==> config.mk <==
export PLATFORM = sky130hd
export DESIGN_NAME = muldiv_unit_flat
export DESIGN_NICKNAME = d
export VERILOG_FILES = /design/src/rtl/muldiv_pkg.sv /design/src/rtl/muldiv_if.sv /design/src/rtl/muldiv_unit.sv /design/src/flat_wrapper.sv
export SDC_FILE = /design/constraint.sdc
export NUM_CORES = 1
export LEC_CHECK = 0
export CORE_ASPECT_RATIO = 0.75
export CORE_MARGIN = 2
export CORE_UTILIZATION = 49
export DETAILED_ROUTE_END_ITERATION = 16
export PLACE_DENSITY = 0.71
export SETUP_SLACK_MARGIN = 0.15
export SYNTH_ARGS = -nofsm -noshare
export SYNTH_HDL_FRONTEND = slang
export SYNTH_SLANG_ARGS = --single-unit
==> constraint.sdc <==
create_clock -name clk_i -period 3 [get_ports clk_i]
set_input_delay 0.6 -clock clk_i [delete_from_list [all_inputs] [get_ports clk_i]]
set_output_delay 0.6 -clock clk_i [all_outputs]
set_load 0.02 [all_outputs]
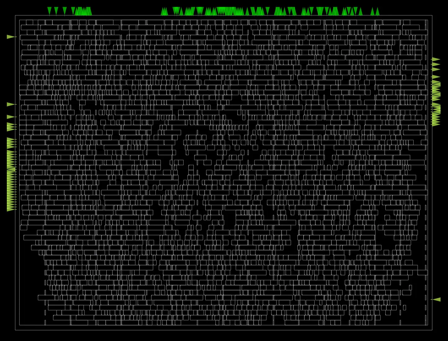
**Above:** placed standard cells.
Seq/total area: 0.232
fill count: 2899

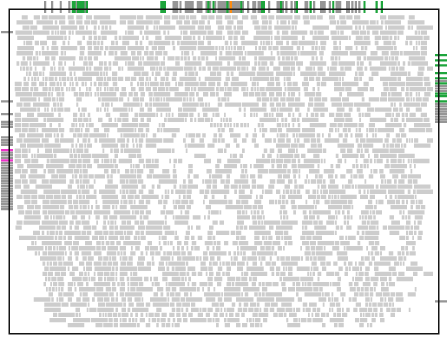
**Above:** pin placement.
Pins as bars across the die edge, other pins in grey.
[bus_op_i] magenta | pins: 2 | direction: input | edge: west
[bus_lo_o] green | pins: 32 | direction: output | edge: 23 north, 9 east
[bus_stall_o] orange | pins: 1 | direction: output | edge: north
PortBufs: 139
Die H: 171 um
DIE WIDTH: 227 um

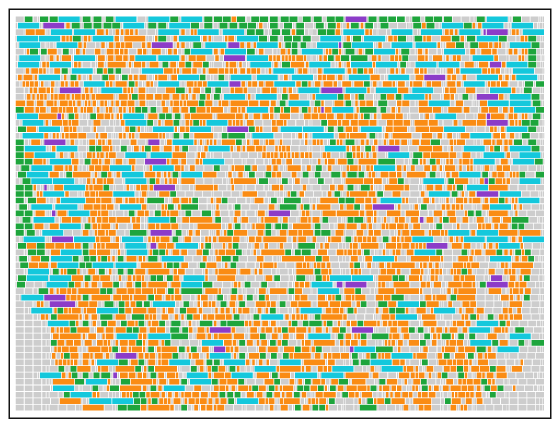
**Above:** cell classes on the final placement.
Fill, decap, tap and diode cells in grey.
[flip-flops] cyan | cells: 237 | share of their area: 24%
[all other logic] orange | cells: 1847 | share of their area: 53%
[other buffers and delay cells] green | cells: 547 | share of their area: 19%
[clock drivers and dummy loads] purple | cells: 47 | share of their area: 3.4%
Core Region: 36900 um^2
final core occ: 0.697

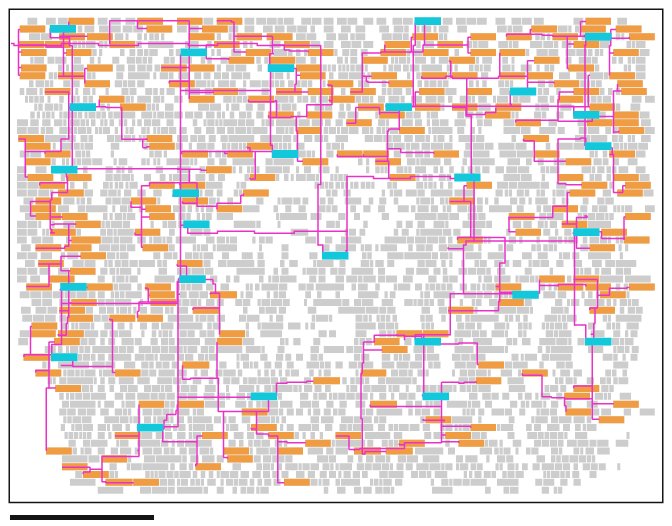
**Above:** clock wires, drivers and flops.
Bar = 50 um.
[cells driving clock nets] cyan | count: 26
[flip-flops] orange | count: 237
[clock wires] magenta | length: 3560 um
flops lie: widely spread
routed clock nets: 27
Clk pwr share: 0.120
Latency at later pin: 0.57 ns
Layout Skew: 0.0185 ns

==> impl_metrics.py <==
# Synthesis and PnR figures
metrics = {
    "global_routing": {
        "antenna_found_initial": 1,
        "grt_usage": 0.373,
        "grt_start_max_net_pins": 75,
        "grt_overflow": 0,
    },
    "logic_synthesis": {
        "yosysTopAreaCell": "dfrtp_1",
        "ys_async_sr_fraction": 1.00,
        "synth_area_per_cell_um2": 8.19,
        "synth_area_um2": 18300,
        "ys_ff": 237,
        "yosysWarnings": 0,
    },
    "timing": {
        "setup_viol": 11,
        "fin_hold_ws_ns": -0.00885,
        "finalClockPeriodUsage": 1.03,
        "worst_slack_ns": -0.0863,
        "hold_viol": 2,
    },
    "job": {
        "cap_violations": 0,
    },
    "power": {
        "p_leak_nw": 11.0,
        "p_sw_frac": 0.471,
        "switchingPower_w": 0.0130,
        "combPwrFrac": 0.689,
    },
    "clock_tree": {
        "h-tree-depth": 1,
        "cts_post_setup_buffers_inserted": 23,
    },
    "layout": {
        "n_antenna_cell": 0,
        "final_cell_area_um2": 25700,
        "largest_reg_flops": 64,
    },
    "floorplan": {
        "die_area_um2": 38800,
    },
    "drt": {
        "viasPerCell": 6.22,
        "postRouteAntennaNets": 0,
        "wl_per_cell_um": 23.2,
    },
    "worst_setup_path": {
        "worstPathArrival_ns": 3.53,
        "critPathRequiredTime_ns": 3.45,
    },
    "outcome": {
        "status": "complete, but fails checks",
        "violations": "negative hold slack, negative setup slack",
    },
    "placement": {
        "placed_area_um2": 22500,
    },
}
[power groups by stage]
stage	Clock, W	Combinational, W	Sequential (W)
detailed placement	0	0.0156	0.00518
finish	0.00330	0.0190	0.00527
global route	0.00344	0.0202	0.00537
CTS	0.00332	0.0168	0.00518
floorplan	0	0.00883	0.00527
global placement	0	0.0155	0.00514
[kinds of logic (layout without fill, tap and decap cells)]
logic type / Yosys count / in the layout / share of synthesized area
AOI/OAI and AO/OA: 711 / 711 / 0.242
and+or+nand+nor: 707 / 707 / 0.184
DFF: 237 / 237 / 0.325
buffers and inverters: 221 / 670 / 0.0469
xor gates and xnor gates: 164 / 165 / 0.0787
muxes: 116 / 116 / 0.0734
adders and majority gates: 72 / 72 / 0.0502
[cells in the final DEF, fill, tap and decap left out, drive strengths merged, types with 20 or more instances in the layout]
cell type,instances
buf,408
nand2,281
dfrtp,237
o21ai,220
a21oi,195
nor2,174
clkdlybuf4s50,138
xnor2,102
inv,76
ha,70
mux2,63
xor2,63
mux2i,45
nor3,44
nand3,44
clkbuf,38
a21o,34
o31ai,34
o211ai,32
or3,28
o22ai,26
a211oi,26
a31oi,25
nor4,21
nand2b,20
or4,20
[per-layer routing]
| layer | routed length, um | track usage |
|---|---|---|
| met2 | 32600 | 0.569 |
| met5 | 0 | 0 |
| met4 | 2080 | 0.101 |
| met3 | 6900 | 0.0701 |
| met1 | 32100 | 0.538 |
[area by class of cell]
type | instances | area (um^2)
multi-input cells | 1771 | 13100
fillers | 2899 | 11200
flip-flops and latches | 237 | 5950
repair buffers | 547 | 4860
clock buffers | 37 | 773
well taps | 504 | 631
inverters | 76 | 285
clock inverters | 10 | 80.1
Power and IR drop assume default switching activity.
